$ cat src/rtl/monitor_pkg.sv
// rtl/monitor_pkg.sv - shared FSM states, default constants and pending-step helpers for monitor_word_fetch
package monitor_pkg;

  typedef enum logic [1:0] {
    ST_INIT = 2'd0,
    ST_IDLE = 2'd1,
    ST_REQ  = 2'd2
  } state_e;

  // Pending/net step in two's complement: -1, 0, +1.
  typedef enum logic [1:0] {
    STEP_NONE = 2'b00,
    STEP_INC  = 2'b01,
    STEP_DEC  = 2'b11
  } step_e;

  localparam int unsigned ADDR_STEP_DEF       = 4;
  localparam int unsigned DEBOUNCE_CYCLES_DEF = 250000;
  localparam int unsigned REFRESH_CYCLES_DEF  = 5000000;

  function automatic step_e step_of(input logic inc, input logic dec);
    if (inc && !dec) return STEP_INC;
    if (dec && !inc) return STEP_DEC;
    return STEP_NONE;
  endfunction

  function automatic step_e step_sat(input step_e pend, input step_e add);
    if (add == STEP_NONE) return pend;
    if (pend == STEP_NONE) return add;
    if (pend == add) return pend;
    return STEP_NONE;
  endfunction

endpackage

$ cat src/rtl/button_conditioner.sv
// rtl/button_conditioner.sv - 2-FF synchronizer, stable-level debounce and press pulse for one active-low button
module button_conditioner
  import monitor_pkg::*;
#(
  parameter int unsigned DEBOUNCE_CYCLES = DEBOUNCE_CYCLES_DEF
) (
  input  logic clk,
  input  logic reset_n,
  input  logic btn_n_i,
  output logic press_o
);

  localparam int unsigned CNT_W = (DEBOUNCE_CYCLES > 1) ? $clog2(DEBOUNCE_CYCLES) : 1;

  logic             sync1_q, sync2_q, level_q, press_q;
  logic [CNT_W-1:0] cnt_q;

  // level_q is the debounced active-low level; the counter tracks consecutive samples that disagree with it.
  always_ff @(posedge clk) begin
    if (!reset_n) begin
      sync1_q <= 1'b1;
      sync2_q <= 1'b1;
      level_q <= 1'b1;
      cnt_q   <= '0;
      press_q <= 1'b0;
    end else begin
      sync1_q <= btn_n_i;
      sync2_q <= sync1_q;
      press_q <= 1'b0;
      if (sync2_q == level_q) begin
        cnt_q <= '0;
      end else if (cnt_q == CNT_W'(DEBOUNCE_CYCLES - 1)) begin
        level_q <= sync2_q;
        cnt_q   <= '0;
        press_q <= level_q;
      end else begin
        cnt_q <= cnt_q + 1'b1;
      end
    end
  end

  assign press_o = press_q;

endmodule

$ cat src/rtl/monitor_word_fetch.sv
// rtl/monitor_word_fetch.sv - button-driven monitor address, word fetch FSM and halfword select
// Optional periodic re-read of the current address: MONITOR_AUTO_REFRESH_EN.
module monitor_word_fetch
  import monitor_pkg::*;
#(
  parameter int unsigned ADDR_W          = 32,
  parameter int unsigned ADDR_STEP       = ADDR_STEP_DEF,
  parameter int unsigned DEBOUNCE_CYCLES = DEBOUNCE_CYCLES_DEF,
  parameter int unsigned REFRESH_CYCLES  = REFRESH_CYCLES_DEF
) (
  input  logic              clk,
  input  logic              reset_n,
  input  logic              btn_inc_n,
  input  logic              btn_dec_n,
  input  logic              btn_hl_n,
  output logic [ADDR_W-1:0] mon_addr,
  output logic              rd_req,
  input  logic              rd_ack,
  input  logic [31:0]       rd_data,
  output logic [31:0]       word,
  output logic              hl_sel,
  output logic              busy
);

  logic inc_p, dec_p, hl_p, refresh_tick;

  button_conditioner #(.DEBOUNCE_CYCLES(DEBOUNCE_CYCLES)) u_btn_inc (
    .clk(clk), .reset_n(reset_n), .btn_n_i(btn_inc_n), .press_o(inc_p));
  button_conditioner #(.DEBOUNCE_CYCLES(DEBOUNCE_CYCLES)) u_btn_dec (
    .clk(clk), .reset_n(reset_n), .btn_n_i(btn_dec_n), .press_o(dec_p));
  button_conditioner #(.DEBOUNCE_CYCLES(DEBOUNCE_CYCLES)) u_btn_hl (
    .clk(clk), .reset_n(reset_n), .btn_n_i(btn_hl_n), .press_o(hl_p));

`ifdef MONITOR_AUTO_REFRESH_EN
  localparam int unsigned REF_W = (REFRESH_CYCLES > 1) ? $clog2(REFRESH_CYCLES) : 1;
  logic [REF_W-1:0] refresh_cnt_q;

  always_ff @(posedge clk) begin
    if (!reset_n || refresh_tick) refresh_cnt_q <= '0;
    else                          refresh_cnt_q <= refresh_cnt_q + 1'b1;
  end

  assign refresh_tick = (refresh_cnt_q == REF_W'(REFRESH_CYCLES - 1));
`else
  assign refresh_tick = (REFRESH_CYCLES == 0) ? 1'b0 : 1'b0;
`endif

  state_e            state_q;
  step_e             pend_q, pend_d, pend_idle_d, net_step, step_sel;
  logic [ADDR_W-1:0] addr_q, addr_d;
  logic [31:0]       word_q;
  logic              hl_q, rd_req_q, busy_q, go_d;

  // A recorded step wins in IDLE; a press landing in that same cycle becomes the next pending step.
  always_comb begin
    net_step    = step_of(inc_p, dec_p);
    pend_d      = step_sat(pend_q, net_step);
    step_sel    = (pend_q != STEP_NONE) ? pend_q : net_step;
    pend_idle_d = (pend_q != STEP_NONE) ? net_step : STEP_NONE;
    addr_d      = addr_q;
    if (step_sel == STEP_INC)      addr_d = addr_q + ADDR_W'(ADDR_STEP);
    else if (step_sel == STEP_DEC) addr_d = addr_q - ADDR_W'(ADDR_STEP);
    go_d        = (step_sel != STEP_NONE) || refresh_tick;
  end

  always_ff @(posedge clk) begin
    if (!reset_n) begin
      state_q  <= ST_INIT;
      pend_q   <= STEP_NONE;
      addr_q   <= '0;
      word_q   <= '0;
      hl_q     <= 1'b0;
      rd_req_q <= 1'b0;
      busy_q   <= 1'b0;
    end else begin
      if (hl_p) hl_q <= ~hl_q;
      unique case (state_q)
        ST_INIT: begin
          state_q  <= ST_REQ;
          rd_req_q <= 1'b1;
          busy_q   <= 1'b1;
        end
        ST_IDLE: begin
          if (go_d) begin
            addr_q   <= addr_d;
            pend_q   <= pend_idle_d;
            state_q  <= ST_REQ;
            rd_req_q <= 1'b1;
            busy_q   <= 1'b1;
          end
        end
        ST_REQ: begin
          pend_q <= pend_d;
          if (rd_ack) begin
            word_q   <= rd_data;
            rd_req_q <= 1'b0;
            busy_q   <= 1'b0;
            state_q  <= ST_IDLE;
          end
        end
        default: state_q <= ST_INIT;
      endcase
    end
  end

  assign mon_addr = addr_q;
  assign word     = word_q;
  assign hl_sel   = hl_q;
  assign rd_req   = rd_req_q;
  assign busy     = busy_q;

endmodule

$ cat config.mk
export PLATFORM = sky130hd
export DESIGN_NAME = monitor_word_fetch
export DESIGN_NICKNAME = d
export VERILOG_FILES = /design/src/rtl/monitor_pkg.sv /design/src/rtl/button_conditioner.sv /design/src/rtl/monitor_word_fetch.sv
export SDC_FILE = /design/constraint.sdc
export NUM_CORES = 1
export LEC_CHECK = 0
export CAP_MARGIN = 20
export CORE_MARGIN = 2
export CORE_UTILIZATION = 45
export CTS_CLUSTER_DIAMETER = 100
export CTS_CLUSTER_SIZE = 24
export DETAILED_ROUTE_END_ITERATION = 12
export MAX_ROUTING_LAYER = met4
export PLACE_DENSITY = 0.68
export SYNTH_ARGS = -nofsm -noshare
export SYNTH_HDL_FRONTEND = slang
export SYNTH_HIERARCHICAL = 1
export SYNTH_SLANG_ARGS = --single-unit
$ cat constraint.sdc
create_clock -name clk -period 5.4 [get_ports clk]
set_clock_uncertainty 0.1 [all_clocks]
set_input_delay 1.08 -clock clk [delete_from_list [all_inputs] [get_ports clk]]
set_output_delay 1.08 -clock clk [all_outputs]
set_load 0.02 [all_outputs]
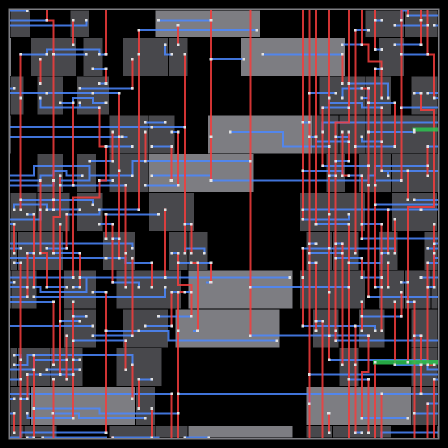
Fig. 1. Zoomed window.
Region (51, 78) to (81, 108) um. Cells in grey, sequential cells in the stronger grey; small squares are vias.
[met3] green
[met2] red
[met1] blue
netlist names of flops here include: `u_btn_dec/cnt_q` (5), `mon_addr` (3)
cells with their middle in the window: 65
most frequent: dfxtp_1 (8), a21oi_1 (7), nor4_1 (6)
sequential cells in the window: 8

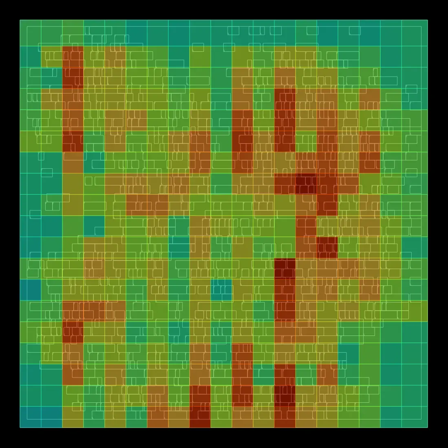
Fig. 2. Congestion heat map.
final routed wire length divided by cell count: 13.9 um
most congested layer reported by global routing: met2
met3 layer usage reported by global route: 3.95%
met2 Usage GRT: 32.4%
global routing met1 resource utilization: 25.9%

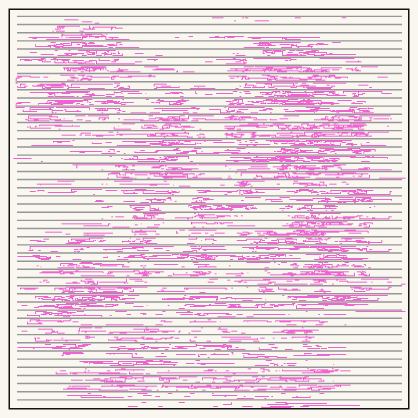
Fig. 3. The metal 1 layer.
(3 px per um) Supply wires on this layer in grey.
longest straight run: 47.8 um
nets with wire on the layer: 983
overall via count from detail_route: 6453
Routed WL: 17000 um

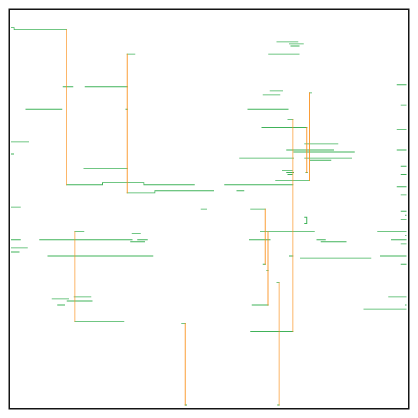
Fig. 4. Signal wires by layer.
(3 px per um) Only two layers are drawn.
[met3] green | wire length: 633 um
[met4] orange | wire length: 354 um
Total GRT Usage: 20.5%

==> deck_impl_summary.md <==
Implementation Results

Cells and area
  – Clk tree area frac: between 6 and 7%
  – Final layout net count: about 1100
  – Buffering overhead: 11.4%
  – Flip-flop count of the largest register, all copies and words added: 32
  – Layout overhead on the synthesized area: 22.6%
  – Final instance area: 9140 um^2
  – Area-dominant cell class after layout: logic gates
  – Non-clock buffer count: roughly 110
  – Seq_cells: between 100 and 150
  – Fraction of final layout cells with drive strength greater than 1: about 6.6%
  – Post-layout instance count excluding filler cells: between 1000 and 1500
  – Post-route core utilization: between 50 and 60%
  – MI comb cells: between 700 and 800
  – Fillers: around 1500
  – Area of combinational cells with multiple inputs: approximately 4400 um^2

Synthesis
  – Leading post-synthesis cells by instance count: sky130_fd_sc_hd__nand2_1, sky130_fd_sc_hd__dfxtp_1, sky130_fd_sc_hd__nor2_1, sky130_fd_sc_hd__xnor2_1, sky130_fd_sc_hd__a21oi_1
  – Mean instance size in the synthesized netlist: 8.23 um^2
  – Syn Std Cell Area: 7450 um^2
  – Cell count after synthesis: slightly above 900
  – Synth logic family: simple AND/OR/NAND/NOR gates
  – Total of warnings raised by yosys: 6
  – Area fraction in and, or, nand and nor cells: around 28%
  – Top flip-flop cell by instance count after synthesis: sky130_fd_sc_hd__dfxtp_1
  – Post-synth area from yosys stat: 7450 um^2
  – Distinct lib cells used: 66
  – Async S/R FF share, synth: 0%
  – Share of synthesized area occupied by flip-flops and latches: 36.0%
  – Number of cells in Yosys stat: just over 900
  – XOR/XNOR Area Share: under 10%
  – Ao+oa area frac: between 10% and 20%
  – Multiplexer share of the synthesized area: 0.420%
  – Post-synthesis cell type with the largest instance count: sky130_fd_sc_hd__nand2_1

GRT
  – Global route overflow: 0
  – First-pass GRT wire length: between 20000 and 30000 um
  – Antenna violations before repair: 0

Critical path
  – Critical path class: reg2reg
  – Peak per-stage delay on the critical path: approximately 0.60 ns
  – Worst reg2reg path endpoint: mon_addr[28]$_SDFFE_PN0P_
  – Worst path slowest cell: sky130_fd_sc_hd__or2_2
  – Beginning of the worst register-to-register path: u_btn_inc/press_o$_SDFF_PP0_
  – Startpoint type of the worst setup path: flop
  – Slack of the worst reg-to-reg path: around 1.6 ns
  – Worst Path Max Fanout: 35
  – Cell Chain, Critical Path: inv_1 -> ha_1 -> nor2_1 -> nor2_1 -> or2_2 -> inv_1 -> fa_1 -> nor2b_1 -> o2111ai_1 -> a21oi_1 -> o21ai_0 -> a21oi_1 -> mux2i_1 -> o311ai_0
  – Critical path's top delay family: AND-OR/OR-AND gates
  – Origin of the worst setup path: u_btn_inc/press_o$_SDFF_PP0_

Clocking
  – CTS HTree Levels: 4
  – Clock root buffer: sky130_fd_sc_hd__clkbuf_16
  – Clock sink total: roughly 130
  – Worst-Skew Late Latency: between 0.4 and 0.5 ns
  – Hold-fix buffers at CTS: 0
  – Maximum number of buffers from clock root to sink: 2
  – CTS tree: yes
  – Gates resized, CTS repair: 0

Drt
  – Detailed Routing Iterations Pass 1: 5
  – DRC violations left: 0
  – Highest metal layer used by the detailed router: met4
  – Wire length on met1: between 7000 and 8000 um
  – DR WL met2: 8020 um
  – Post-route ant nets: 0

Power and ir drop
  – Reported sequential group power: about 0.001 W
  – Worst IR Drop VDD: 0.224 mV
  – Internal power: about 0.0019 W
  – Power consumption: around 0.0024 W
  – Switching fraction of total power: a little over a fifth
  – Leak Pwr: ~3.4 nW
  – Comb pwr share: between 5 and 6%
  – Combinational gate power: between 0.0001 and 0.00015 W
  – Total power per unit cell area: 259 nW/um^2
  – Part of the total power dissipated in sequential elements: between 40% and 50%

STA
  – Portion of the clock cycle consumed by the worst path in the final layout: a little over two thirds
  – Setup repair after global routing missed its margin: false
  – Maximum clock frequency: about 260 MHz
  – Final Hold Vio Count: 0
  – Final max-slew violation count: 0
  – Worst rel slew slack: ~51%
  – Post-route worst setup slack: around 1.6 ns
  – Final hold slack: ~0.31 ns
  – Post-Route Setup TNS: 0 ns

Flow run
  – Max-cap violation count: 0

Min path
  – Worst min-delay path startpoint: u_btn_dec/sync1_q$_SDFF_PN1_
  – Worst hold stages: 1
  – Endpoint of the worst hold-timing path: u_btn_dec/sync2_q$_SDFF_PN1_

Status
  – Outcome: finished, final reports clean

Floorplanning
  – Core area: approximately 16000 um^2
  – Count of pins on the block boundary: 105
  – Starting density of the core: a little under half

Place
  – DP Area: 8510 um^2
No activity file was given, so power comes from the tool's default toggle rates.
